$ cat src/rtl/axil_gpio_ctrl.sv
// ============================================================================
// Module   : axil_gpio_ctrl
// Brief    : AXI-lite slave with per-core reset control (minimum hold time),
//            read-only reset status and NUM_GPIO 32-bit output registers.
//            Optional byte-lane write strobes: AXIL_GPIO_CTRL_WSTRB_EN.
// Revision : 1.0 - initial release
// ============================================================================
`default_nettype none

module axil_gpio_ctrl #(
  parameter int ADDR_WIDTH = 32,
  parameter int NUM_CORES  = 4,
  parameter int NUM_GPIO   = 2,
  parameter int RST_HOLD   = 16
) (
  input  logic                    clk,
  input  logic                    rst,
  input  logic [ADDR_WIDTH-1:0]   s_axil_awaddr,
  input  logic                    s_axil_awvalid,
  output logic                    s_axil_awready,
  input  logic [31:0]             s_axil_wdata,
  input  logic [3:0]              s_axil_wstrb,
  input  logic                    s_axil_wvalid,
  output logic                    s_axil_wready,
  output logic [1:0]              s_axil_bresp,
  output logic                    s_axil_bvalid,
  input  logic                    s_axil_bready,
  input  logic [ADDR_WIDTH-1:0]   s_axil_araddr,
  input  logic                    s_axil_arvalid,
  output logic                    s_axil_arready,
  output logic [31:0]             s_axil_rdata,
  output logic [1:0]              s_axil_rresp,
  output logic                    s_axil_rvalid,
  input  logic                    s_axil_rready,
  output logic [NUM_CORES-1:0]    core_resetn,
  output logic [32*NUM_GPIO-1:0]  gpio_out
);

  localparam int                  c_idx_w   = ADDR_WIDTH - 2;
  localparam logic [c_idx_w-1:0]  c_idx_ctrl = c_idx_w'(0);
  localparam logic [c_idx_w-1:0]  c_idx_stat = c_idx_w'(1);
  localparam logic [c_idx_w-1:0]  c_num_idx  = c_idx_w'(NUM_GPIO + 2);
  localparam logic [15:0]         c_hold     = 16'(RST_HOLD);
  localparam logic [1:0]          c_okay     = 2'b00;
  localparam logic [1:0]          c_slverr   = 2'b10;

  logic                 awready_q, wready_q, bvalid_q, arready_q, rvalid_q;
  logic [1:0]           bresp_q, rresp_q;
  logic [31:0]          rdata_q;
  logic [NUM_CORES-1:0] ctrl_q, ctrl_d;

  logic                 w_wr_acc, w_rd_acc, w_aw_hit;
  logic [c_idx_w-1:0]   w_aw_idx, w_ar_idx;
  logic [31:0]          w_wmask, w_rdata_d;
  logic [1:0]           w_rresp_d;
  logic [NUM_GPIO-1:0][31:0] w_gpio;
  logic                 w_unused_addr;

  assign w_aw_idx = s_axil_awaddr[ADDR_WIDTH-1:2];
  assign w_ar_idx = s_axil_araddr[ADDR_WIDTH-1:2];
  assign w_aw_hit = (w_aw_idx < c_num_idx);
  assign w_unused_addr = ^{s_axil_awaddr[1:0], s_axil_araddr[1:0]};

`ifdef AXIL_GPIO_CTRL_WSTRB_EN
  assign w_wmask = {{8{s_axil_wstrb[3]}}, {8{s_axil_wstrb[2]}},
                    {8{s_axil_wstrb[1]}}, {8{s_axil_wstrb[0]}}};
`else
  logic w_unused_strb;
  assign w_unused_strb = ^s_axil_wstrb;
  assign w_wmask       = '1;
`endif

  // AW and W are only taken together, and never while a response is stuck
  assign w_wr_acc = s_axil_awvalid && s_axil_wvalid && !awready_q &&
                    (!bvalid_q || s_axil_bready);
  assign w_rd_acc = s_axil_arvalid && !arready_q && (!rvalid_q || s_axil_rready);

  assign ctrl_d = (ctrl_q & ~w_wmask[NUM_CORES-1:0]) |
                  (s_axil_wdata[NUM_CORES-1:0] & w_wmask[NUM_CORES-1:0]);

  always_ff @(posedge clk) begin
    if (rst) begin
      awready_q <= 1'b0;
      wready_q  <= 1'b0;
      bvalid_q  <= 1'b0;
      bresp_q   <= c_okay;
      ctrl_q    <= '0;
    end else begin
      awready_q <= w_wr_acc;
      wready_q  <= w_wr_acc;
      if (w_wr_acc) begin
        bvalid_q <= 1'b1;
        bresp_q  <= w_aw_hit ? c_okay : c_slverr;
        if (w_aw_idx == c_idx_ctrl) begin
          ctrl_q <= ctrl_d;
        end
      end else if (s_axil_bready) begin
        bvalid_q <= 1'b0;
      end
    end
  end

  // Read mux samples current register state, so same-cycle writes read old data
  always_comb begin
    w_rdata_d = '0;
    w_rresp_d = c_okay;
    if (w_ar_idx == c_idx_ctrl) begin
      w_rdata_d = 32'(ctrl_q);
    end else if (w_ar_idx == c_idx_stat) begin
      w_rdata_d = 32'(core_resetn);
    end else if (w_ar_idx < c_num_idx) begin
      for (int k = 0; k < NUM_GPIO; k++) begin
        if (w_ar_idx == c_idx_w'(k + 2)) begin
          w_rdata_d = w_gpio[k];
        end
      end
    end else begin
      w_rresp_d = c_slverr;
    end
  end

  always_ff @(posedge clk) begin
    if (rst) begin
      arready_q <= 1'b0;
      rvalid_q  <= 1'b0;
      rdata_q   <= '0;
      rresp_q   <= c_okay;
    end else begin
      arready_q <= w_rd_acc;
      if (w_rd_acc) begin
        rvalid_q <= 1'b1;
        rdata_q  <= w_rdata_d;
        rresp_q  <= w_rresp_d;
      end else if (s_axil_rready) begin
        rvalid_q <= 1'b0;
      end
    end
  end

  for (genvar k = 0; k < NUM_GPIO; k++) begin : g_gpio
    localparam logic [c_idx_w-1:0] c_idx = c_idx_w'(k + 2);
    logic [31:0] gpio_q;

    always_ff @(posedge clk) begin
      if (rst) begin
        gpio_q <= '0;
      end else if (w_wr_acc && (w_aw_idx == c_idx)) begin
        gpio_q <= (gpio_q & ~w_wmask) | (s_axil_wdata & w_wmask);
      end
    end

    assign w_gpio[k] = gpio_q;
  end

  // Release only after the counter has saturated; clearing CTRL restarts the hold
  for (genvar i = 0; i < NUM_CORES; i++) begin : g_core
    logic [15:0] hold_q, hold_d;
    logic        rel_q, rel_d;

    always_comb begin
      hold_d = hold_q;
      rel_d  = rel_q;
      if (!ctrl_q[i]) begin
        hold_d = '0;
        rel_d  = 1'b0;
      end else if (!rel_q) begin
        if (hold_q == c_hold) begin
          rel_d = 1'b1;
        end else begin
          hold_d = hold_q + 16'd1;
        end
      end
    end

    always_ff @(posedge clk) begin
      if (rst) begin
        hold_q <= '0;
        rel_q  <= 1'b0;
      end else begin
        hold_q <= hold_d;
        rel_q  <= rel_d;
      end
    end

    assign core_resetn[i] = rel_q;
  end

  assign s_axil_awready = awready_q;
  assign s_axil_wready  = wready_q;
  assign s_axil_bvalid  = bvalid_q;
  assign s_axil_bresp   = bresp_q;
  assign s_axil_arready = arready_q;
  assign s_axil_rvalid  = rvalid_q;
  assign s_axil_rdata   = rdata_q;
  assign s_axil_rresp   = rresp_q;
  assign gpio_out       = w_gpio;

endmodule

`default_nettype wire

$ cat config.mk
export PLATFORM = sky130hd
export DESIGN_NAME = axil_gpio_ctrl
export DESIGN_NICKNAME = d
export VERILOG_FILES = /design/src/rtl/axil_gpio_ctrl.sv
export SDC_FILE = /design/constraint.sdc
export NUM_CORES = 1
export LEC_CHECK = 0
export CAP_MARGIN = 0
export CORE_MARGIN = 3
export CORE_UTILIZATION = 45
export CTS_CLUSTER_DIAMETER = 150
export DETAILED_ROUTE_END_ITERATION = 16
export GPL_TIMING_DRIVEN = 1
export PLACE_DENSITY = 0.86
export SLEW_MARGIN = 40
export SYNTH_ARGS = -nofsm -noshare
export SYNTH_HDL_FRONTEND = slang
export SYNTH_SLANG_ARGS = --single-unit
$ cat constraint.sdc
create_clock -name clk -period 1.7 [get_ports clk]
set_input_delay 0.255 -clock clk [delete_from_list [all_inputs] [get_ports clk]]
set_output_delay 0.255 -clock clk [all_outputs]
set_load 0.1 [all_outputs]
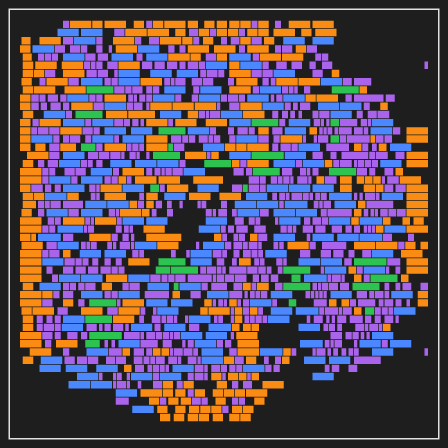
Figure 1: cells coloured by class.
orange -> remaining buffers and delay cells  # cells 277, share of their area 30%
purple -> remaining logic cells  # cells 678, share of their area 37%
green -> clock drivers and dummy loads  # cells 32, share of their area 4.9%
blue -> registers  # cells 174, share of their area 28%
number of placement rows: 49
Design Area, Final: 0.0130 mm^2
final cell utilization of the core: 71.9%

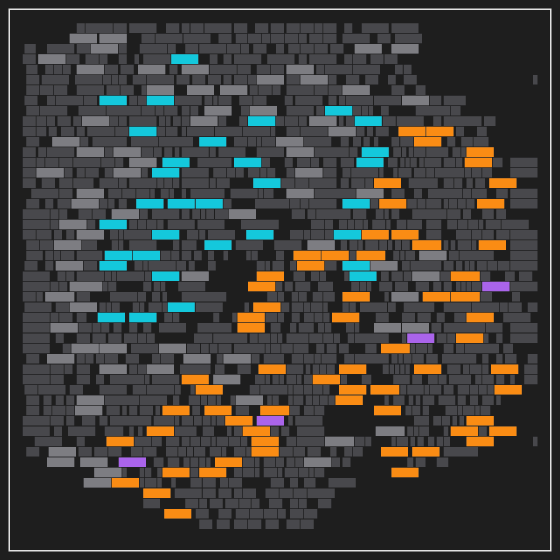
Figure 2: where the registers sit.
cyan -> s_axil_rdata  # placed flops 32
orange -> g_core.hold_q  # placed flops 64
purple -> g_core.rel_q  # placed flops 4
not coloured = 74
Seq group: 4.09 mW
Seq. cell area: 0.00350 mm^2
Seq/total area: 26.9%

-- critical path, delay by kind of cell (launching register included) --
kind | cells | cell delay, ns
flops | 1 | 0.36
buf+inv | 2 | 0.19
compound gates | 2 | 0.46
fa+ha+maj | 1 | 0.16
simple gates | 2 | 0.49
-- flip-flops by register name (all words and copies together), names as in the netlist --
name	cells
g_core.hold_q	64
g_gpio.gpio_q	64
s_axil_rdata	32
ctrl_q	4
g_core.rel_q	4
s_axil_arready	1
s_axil_bresp	1
s_axil_bvalid	1
s_axil_rresp	1
s_axil_rvalid	1
s_axil_wready	1
-- report_power, final --
group / internal, mW / switching, mW
Clock: 2.45 / 1.69
Sequential: 4.08 / 0.0110
Combinational: 0.353 / 0.287
==> results.ini <==
[synthesis]
xor_share_pct=2.42
synth_seq_share_pct=41.8
synth-simple-area-share_pct=28.9
synth_area_per_cell_um2=9.07
yosys-stat-area_mm2=0.00834
mux_share_pct=13.1
top_cell=dfxtp_1
post_syn_instances=919
synthArstFlopShare_pct=0
topCellsByArea=dfxtp_1, mux2i_1, nand2b_1
synth_warnings=0
post-synth-top-area-cell=dfxtp_1
synth.top_cells.by_count=dfxtp_1, nand2b_1, mux2i_1
ys_sh_aoi_pct=7.76
area_of_the_mapped_netlist_mm2=0.00834
topCombFamilyByArea=simple AND/OR/NAND/NOR gates
synthAdderAreaFrac_pct=1.20
top_area_cell_type_share_of_the_netlist_area_pct=41.8
yosysCellCount=919

[worst_setup_path]
critical_path.reg2reg.startpoint=g_core[1].hold_q[0]
critical_path_peak_fanout=6
worstSetupEndpoint=g_core[1].hold_q[10]
critical_path.startpoint_type=register
arrival_ns=2.09
cp_slowest_cell=dfxtp_2
crit_path_max_incr_delay_ns=0.36
reg2reg_setup_slack_ns=-0.03
worst-endpoint-required_ns=2.06
crit_chain=inv_2 > ha_2 > nor4bb_2 > a41o_2 > buf_6 > or3_4 > a21oi_2

[cts]
tritoncts_clock_tree=built
cts.sinks=174
clock_tree.buffer_depth=2
cts_root_buf=clkbuf_16
clkTransAtPathRegs_ns=0.07
cts-hold-fix-buffers=0
post-cts-setup-buffers=4

[finish]
num-clock-buffers=20
dominant-cell-class=combinational gates
nNetsFinal=1263
num-multi-input-gates=661
area.share.combinational_pct=36.2
layout.non_clock_buffers=277
layout-area-overhead-vs-synth_pct=55.9
drive_gt1_share_pct=24.0
layout_top_cells_excl_fill_tap=dfxtp_1, buf_12, nand2b_1
seq_cell_count=174
logic_area_mm2=0.00470
insertedDiodeCount=0

[placed_design]
gp_congestion=0.907
placement.io_buffers=205
detailedPlacementHpwl_mm=16.9
dpl_worst_slack_ns=-0.453
dp.cells=1342

[floorplan]
io_pins=216
tap-cell-count=229
die_w_um=142
fp_util_pct=46.1
dieHeight_um=142

[power]
power.ir.vdd_worst_v=0.000807
cellPowerDensity_mw_per_mm2=682
power.leakage_nw=5.09

[global_route]
use_met1_pct=28.0
grt_max_degree=110
antenna_found_initial=0
grt_first_pass_wirelength_mm=40.0
grt.overflow.total=0
track_usage_pct=24.5

[min_path]
hp-start=rst
min_path_cells=2
hold_crit_path_type=in2reg

[sta]
final.setup_skew_ns=0.00965
timing.final.max_slew_violations=0
postLayoutSetupSlackWorst_ns=-0.0279
final_worst_path_cycle_share_pct=102
report.final.setup_viol=5
finalSetupTns_ns=-0.0908

[status]
failing_checks=setup timing
result_of_the_run=finished with violations

[run]
number_of_violations_of_the_max_capacitance_limit=0
openroad.warnings=42

[drt]
dr_wl_met3_mm=1.88
drt.antenna.violating_nets=0
via_per_inst=5.63
detailedRoute.firstIterationViolations=431
met2WireLength_mm=13.2

Power and IR drop assume default switching activity.
